`src/rtl/wb_pkg.sv`:
```
// White-balance shared definitions: CFA layout codes, colour channels, pixel-to-channel map.
// Latency: n/a (types and a pure function only).
// Backpressure: n/a.
package wb_pkg;

  // Bayer layouts, named by the colours of row 0 col 0 and row 0 col 1 followed by row 1.
  typedef enum logic [1:0] {
    CFA_GRBG = 2'b00,
    CFA_RGGB = 2'b01,
    CFA_BGGR = 2'b10,
    CFA_GBRG = 2'b11
  } cfa_e;

  // Gain channels. Gr is green sharing a row with red, Gb is green sharing a row with blue.
  typedef enum logic [1:0] {
    CH_R  = 2'b00,
    CH_GR = 2'b01,
    CH_GB = 2'b10,
    CH_B  = 2'b11
  } ch_e;

  // Channel of the pixel at (row parity, column parity) for a given layout.
  function automatic ch_e cfa_ch(input logic [1:0] cfa, input logic row, input logic col);
    ch_e ch;
    ch = CH_R;
    case (cfa)
      CFA_GRBG: begin
        case ({row, col})
          2'b00:   ch = CH_GR;
          2'b01:   ch = CH_R;
          2'b10:   ch = CH_B;
          default: ch = CH_GB;
        endcase
      end
      CFA_RGGB: begin
        case ({row, col})
          2'b00:   ch = CH_R;
          2'b01:   ch = CH_GR;
          2'b10:   ch = CH_GB;
          default: ch = CH_B;
        endcase
      end
      CFA_BGGR: begin
        case ({row, col})
          2'b00:   ch = CH_B;
          2'b01:   ch = CH_GB;
          2'b10:   ch = CH_GR;
          default: ch = CH_R;
        endcase
      end
      default: begin
        case ({row, col})
          2'b00:   ch = CH_GB;
          2'b01:   ch = CH_B;
          2'b10:   ch = CH_R;
          default: ch = CH_GR;
        endcase
      end
    endcase
    return ch;
  endfunction

endpackage

```
`src/rtl/wb_gain_lane.sv`:
```
// One-pixel gain datapath: multiply, round-to-nearest, saturating clip, saturation flag.
// Latency: 2 cycles (product register, then rounded/clipped result register).
// Backpressure: none; accepts a pixel every cycle.
module wb_gain_lane #(
  parameter int DW_IN   = 10,
  parameter int DW_GAIN = 10,
  parameter int DW_DEC  = 8
) (
  input  logic               clk,
  input  logic               rst_n,
  input  logic [DW_IN-1:0]   i_pix,
  input  logic [DW_GAIN-1:0] i_gain,
  input  logic               i_en,
  output logic [DW_IN-1:0]   o_pix,
  output logic               o_sat
);

  localparam int PW = DW_IN + DW_GAIN;
  // Width of the product after dropping the fractional bits (one carry bit from rounding).
  localparam int RW = PW + 1 - DW_DEC;
  localparam logic [PW:0]   HALF = {{PW{1'b0}}, 1'b1} << (DW_DEC - 1);
  localparam logic [RW-1:0] MAXV = {{(RW - DW_IN){1'b0}}, {DW_IN{1'b1}}};

  logic [PW-1:0]    r_prod;
  logic [DW_IN-1:0] r_pix;
  logic             r_en;
  logic [DW_IN-1:0] r_out;
  logic             r_sat;

  logic [PW:0]      w_rnd;
  logic [RW-1:0]    w_q;
  logic             w_ovf;

  // Stage 1: full-precision product, with the raw pixel kept for bypass.
  always_ff @(posedge clk) begin
    if (!rst_n) begin
      r_prod <= '0;
      r_pix  <= '0;
      r_en   <= 1'b0;
    end else begin
      r_prod <= {{DW_GAIN{1'b0}}, i_pix} * {{DW_IN{1'b0}}, i_gain};
      r_pix  <= i_pix;
      r_en   <= i_en;
    end
  end

  // Add half an LSB of the output scale, drop fractional bits, detect overflow.
  always_comb begin
    w_rnd = {1'b0, r_prod} + HALF;
    w_q   = RW'(w_rnd >> DW_DEC);
    w_ovf = (w_q > MAXV);
  end

  // Stage 2: clip to full scale when gaining, otherwise pass the pixel untouched.
  always_ff @(posedge clk) begin
    if (!rst_n) begin
      r_out <= '0;
      r_sat <= 1'b0;
    end else if (!r_en) begin
      r_out <= r_pix;
      r_sat <= 1'b0;
    end else if (w_ovf) begin
      r_out <= {DW_IN{1'b1}};
      r_sat <= 1'b1;
    end else begin
      r_out <= w_q[DW_IN-1:0];
      r_sat <= 1'b0;
    end
  end

  assign o_pix = r_out;
  assign o_sat = r_sat;

endmodule

```
`src/rtl/wb_gain_ppc.sv`:
```
// Bayer white-balance gain, PPC pixels/clock, frame-shadowed config, per-frame saturation count.
// Latency: 2 cycles for data and syncs; sat_cnt reported 1 cycle after vsync_out falls.
// Backpressure: none; one beat per cycle, never stalls.
module wb_gain_ppc
  import wb_pkg::*;
#(
  parameter int DW_IN   = 10,
  parameter int DW_GAIN = 10,
  parameter int DW_DEC  = 8,
  parameter int PPC     = 2,
  parameter int DW_CNT  = 20
) (
  input  logic                 clk,
  input  logic                 rst_n,
  input  logic [1:0]           CFA,
  input  logic                 wb_en,
  input  logic                 vsync_in,
  input  logic                 hsync_in,
  input  logic [DW_IN*PPC-1:0] data_in,
  input  logic [DW_GAIN-1:0]   R_gain,
  input  logic [DW_GAIN-1:0]   Gr_gain,
  input  logic [DW_GAIN-1:0]   Gb_gain,
  input  logic [DW_GAIN-1:0]   B_gain,
  output logic                 vsync_out,
  output logic                 hsync_out,
  output logic [DW_IN*PPC-1:0] data_out,
  output logic [DW_CNT-1:0]    sat_cnt,
  output logic                 sat_cnt_vld
);

  localparam logic [DW_GAIN-1:0] UNITY = {{(DW_GAIN-1){1'b0}}, 1'b1} << DW_DEC;
  localparam int SW = $clog2(PPC + 1);

  // Frame-shadowed configuration.
  logic [1:0]         r_cfa;
  logic               r_en;
  logic [DW_GAIN-1:0] r_gain_r;
  logic [DW_GAIN-1:0] r_gain_gr;
  logic [DW_GAIN-1:0] r_gain_gb;
  logic [DW_GAIN-1:0] r_gain_b;

  // Input-side edge detection and Bayer position.
  logic r_vs_prev;
  logic r_hs_prev;
  logic r_frame;
  logic r_row;
  logic r_col;

  // Sync pipeline; r_fv* marks beats belonging to a frame whose start was seen.
  logic r_vs1, r_hs1, r_fv1;
  logic r_vs2, r_hs2, r_fv2;
  logic r_vs3, r_fv3;

  // Saturation statistics.
  logic [DW_CNT-1:0] r_acc;
  logic [DW_CNT-1:0] r_sat_cnt;
  logic              r_sat_vld;

  logic              w_vs_rise;
  logic              w_hs_fall;
  logic              w_vo_fall;
  logic [PPC-1:0]    w_sat;
  logic [SW-1:0]     w_sat_sum;
  logic [SW-1:0]     w_add;
  logic [DW_CNT:0]   w_acc_sum;
  logic [DW_CNT-1:0] w_acc_nxt;

  assign w_vs_rise = vsync_in & ~r_vs_prev;
  assign w_hs_fall = r_hs_prev & ~hsync_in;
  assign w_vo_fall = r_vs3 & ~r_vs2;

  // Shadow capture on frame start and row/column parity tracking.
  // r_vs_prev resets high so a vsync held high through reset is not taken as a new frame.
  always_ff @(posedge clk) begin
    if (!rst_n) begin
      r_cfa     <= 2'b00;
      r_en      <= 1'b0;
      r_gain_r  <= UNITY;
      r_gain_gr <= UNITY;
      r_gain_gb <= UNITY;
      r_gain_b  <= UNITY;
      r_vs_prev <= 1'b1;
      r_hs_prev <= 1'b0;
      r_frame   <= 1'b0;
      r_row     <= 1'b0;
      r_col     <= 1'b0;
    end else begin
      r_vs_prev <= vsync_in;
      r_hs_prev <= hsync_in;
      if (w_vs_rise) begin
        r_cfa     <= CFA;
        r_en      <= wb_en;
        r_gain_r  <= R_gain;
        r_gain_gr <= Gr_gain;
        r_gain_gb <= Gb_gain;
        r_gain_b  <= B_gain;
        r_frame   <= 1'b1;
        r_row     <= 1'b0;
      end else begin
        if (!vsync_in) begin
          r_frame <= 1'b0;
        end
        if (w_hs_fall) begin
          r_row <= ~r_row;
        end
      end
      // Only meaningful for PPC=1; wider beats always start on an even column.
      r_col <= hsync_in ? ~r_col : 1'b0;
    end
  end

  // Per-lane gain selection and datapath.
  for (genvar i = 0; i < PPC; i++) begin : g_lane
    // Lane 0 is the leftmost pixel, packed in the most significant slice.
    localparam int   LO   = (PPC - 1 - i) * DW_IN;
    localparam logic COLP = ((i % 2) == 1);

    logic               w_col;
    logic [DW_GAIN-1:0] w_gain;

    assign w_col = (PPC == 1) ? r_col : COLP;

    // Pick this lane's gain from its Bayer channel.
    always_comb begin
      w_gain = r_gain_r;
      case (cfa_ch(r_cfa, r_row, w_col))
        CH_R:    w_gain = r_gain_r;
        CH_GR:   w_gain = r_gain_gr;
        CH_GB:   w_gain = r_gain_gb;
        default: w_gain = r_gain_b;
      endcase
    end

    wb_gain_lane #(
      .DW_IN  (DW_IN),
      .DW_GAIN(DW_GAIN),
      .DW_DEC (DW_DEC)
    ) u_lane (
      .clk   (clk),
      .rst_n (rst_n),
      .i_pix (data_in[LO +: DW_IN]),
      .i_gain(w_gain),
      .i_en  (r_en),
      .o_pix (data_out[LO +: DW_IN]),
      .o_sat (w_sat[i])
    );
  end

  // Delay syncs to match the two datapath stages.
  always_ff @(posedge clk) begin
    if (!rst_n) begin
      r_vs1 <= 1'b0;
      r_hs1 <= 1'b0;
      r_fv1 <= 1'b0;
      r_vs2 <= 1'b0;
      r_hs2 <= 1'b0;
      r_fv2 <= 1'b0;
      r_vs3 <= 1'b0;
      r_fv3 <= 1'b0;
    end else begin
      r_vs1 <= vsync_in;
      r_hs1 <= hsync_in;
      r_fv1 <= vsync_in & (r_frame | w_vs_rise);
      r_vs2 <= r_vs1;
      r_hs2 <= r_hs1;
      r_fv2 <= r_fv1;
      r_vs3 <= r_vs2;
      r_fv3 <= r_fv2;
    end
  end

  // Count saturated pixels of active output beats, saturating the accumulator.
  always_comb begin
    w_sat_sum = '0;
    for (int k = 0; k < PPC; k++) begin
      w_sat_sum = w_sat_sum + SW'(w_sat[k]);
    end
    w_add     = r_hs2 ? w_sat_sum : '0;
    w_acc_sum = {1'b0, r_acc} + {{(DW_CNT + 1 - SW){1'b0}}, w_add};
    w_acc_nxt = w_acc_sum[DW_CNT] ? {DW_CNT{1'b1}} : w_acc_sum[DW_CNT-1:0];
  end

  // Report at output frame end; a frame cut short by reset is cleared without a report.
  always_ff @(posedge clk) begin
    if (!rst_n) begin
      r_acc     <= '0;
      r_sat_cnt <= '0;
      r_sat_vld <= 1'b0;
    end else if (w_vo_fall) begin
      r_acc     <= '0;
      r_sat_vld <= r_fv3;
      if (r_fv3) begin
        r_sat_cnt <= w_acc_nxt;
      end
    end else begin
      r_acc     <= w_acc_nxt;
      r_sat_vld <= 1'b0;
    end
  end

  assign vsync_out   = r_vs2;
  assign hsync_out   = r_hs2;
  assign sat_cnt     = r_sat_cnt;
  assign sat_cnt_vld = r_sat_vld;

endmodule

```
`config.mk`:
```
export PLATFORM = sky130hd
export DESIGN_NAME = wb_gain_ppc
export DESIGN_NICKNAME = d
export VERILOG_FILES = /design/src/rtl/wb_pkg.sv /design/src/rtl/wb_gain_lane.sv /design/src/rtl/wb_gain_ppc.sv
export SDC_FILE = /design/constraint.sdc
export NUM_CORES = 1
export LEC_CHECK = 0
export CORE_ASPECT_RATIO = 0.7
export CORE_MARGIN = 5
export CORE_UTILIZATION = 59
export CTS_CLUSTER_SIZE = 12
export DETAILED_ROUTE_END_ITERATION = 10
export PLACE_DENSITY = 0.82
export SYNTH_ARGS = -nofsm -noshare
export SYNTH_HDL_FRONTEND = slang
export SYNTH_SLANG_ARGS = --single-unit
```
`constraint.sdc`:
```
create_clock -name clk -period 8.1 [get_ports clk]
set_input_delay 0.81 -clock clk [delete_from_list [all_inputs] [get_ports clk]]
set_output_delay 0.81 -clock clk [all_outputs]
set_load 0.01 [all_outputs]
```
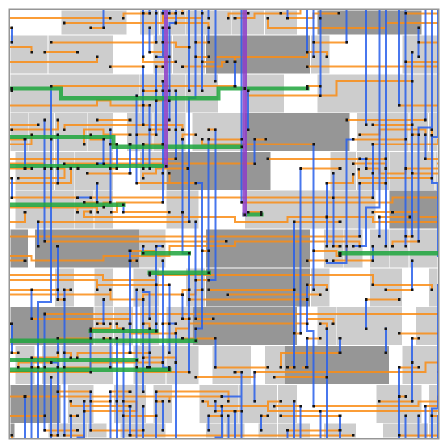
Figure 1: a small window of the routed layout.
Region (122, 18) to (152, 48) um. Cells in grey, sequential cells in the stronger grey; small squares are vias.
[M1] orange
[M2] blue
[M4] purple
[M3] green
sequential cells in the window: 10
netlist names of flops here include: g_lane.u_lane.r_prod (5), r_acc (3)
most frequent: nor2_1 (15), dfxtp_1 (10), nand2_1 (9)
cells with their middle in the window: 80

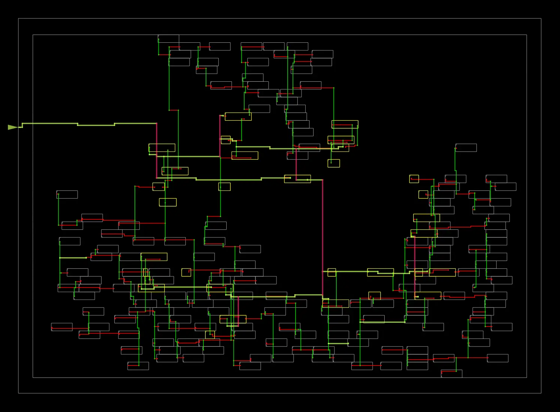
Figure 2: the clock network.
flip-flops: 164
clk_lat worst skew: 0.44 ns
Sink Count: 164
Max Clock Skew: 0.0128 ns
clock buffers: 18

==> out/metrics.cfg <==
[run_status]
outcome = completed

[pwr]
peakVddDrop_v = 0.000148
power_frac_comb_pct = 24.4
fin_total_pwr_w = 0.00221
clkPwrFrac_pct = 35.8
powerComb_w = 0.000540
p_seq_w = 0.000883
powerClk_w = 0.000792

[logic_synthesis]
synthTopCellsByCount = 190 x nand2_1, 164 x dfxtp_1, 158 x and2_1
ys_ff = 164
ff_type = dfxtp_1
ys_sh_adder_pct = 31.3
ys_sh_mux_pct = 3.90
synthTopLogicFamily = adder cells
ys_cells = 1358
top_area_cell = dfxtp_1
ys_area_um2 = 12300
synthAoiAreaFrac_pct = 7.94
synth_cell_types = 52
synth_seq_share_pct = 26.7
edf_count = 0

[floorplan]
core_area_um2 = 20600
die_area_um2 = 23900
fp.dieH_um = 131
rows = 44
die-width_um = 183
ios = 110
fp_util_pct = 59.6

[critical_path]
cp_slowest_cell = mux2i_1
cpPeakStageDelay_ns = 0.69
critPathLaunch = r_row
r2r-end = g_lane[1].u_lane.r_prod[18]
regToRegSetupSlack_ns = 0.75
endpoint = g_lane[1].u_lane.r_prod[18]
crit_required_ns = 8.46
cp-end-kind = register
critPathKind = reg -> reg
critPathLaunchType = register

[sta]
setup_violations = 0
period_needed_ns = 7.35
fin_tns_setup_ns = 0
maxSlewHeadroom_pct = 28.6
max_clock_freq_ghz = 0.136
worstMarginPinSlew_ns = 1.04

[drt]
antenna_left = 0
wire_per_inst_um = 16.7
wl_met2_um = 13200
drtPass1Iterations = 5
drc = 0
drt_iter0_markers = 648
wl_met1_um = 13000

[placed_design]
io_buffers = 109
placement.cell_area_um2 = 13700
gp_congestion = 0.915

[grt]
grt_max_degree = 66
groute.usage.overall_pct = 25.2
grt_util_met3_pct = 6.67
grt.met1_usage_pct = 34.2

[final_layout]
fin_nets = 1748
design_area_um2 = 14200
lay_top_count = nand2_1
fin_util_pct = 69.0
largest_class = combinational gates
nonClkBufAreaFrac_pct = 8.68
seq_share_pct = 23.1
comb_area_um2 = 8300
logic_gates = 1001
nFillCells = 1594
n_all_buffers = 129
final-clk-cell-share_pct = 4.01
final_cell_mix = 190 x nand2_1, 164 x dfxtp_1, 158 x and2_1, 133 x inv_1, 123 x fa_1
largest_reg_flops = 26

[clocking]
holdBufCountCts = 0
post-cts-setup-buffer-count = 0
cts_tree = done
clockBufferDepth = 2
clk_pin_slew_ns = 0.08
cts_root_buf = clkbuf_16

[hold_path]
holdPathEnd = r_fv3
hold_depth = 1
worstHoldStart = r_fv2
hold_path_class = reg -> reg

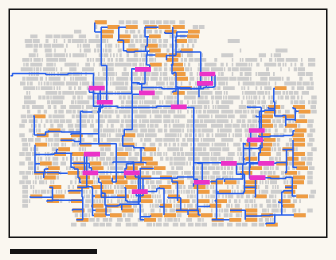
Figure 3: routed clock nets over the placement.
Scale bar: 50 um.
[clock-net drivers] magenta | count: 17
[flip-flops] orange | count: 164
[clock wires] blue | length: 2100 um
routed clock nets: 18
flops lie: all over the die

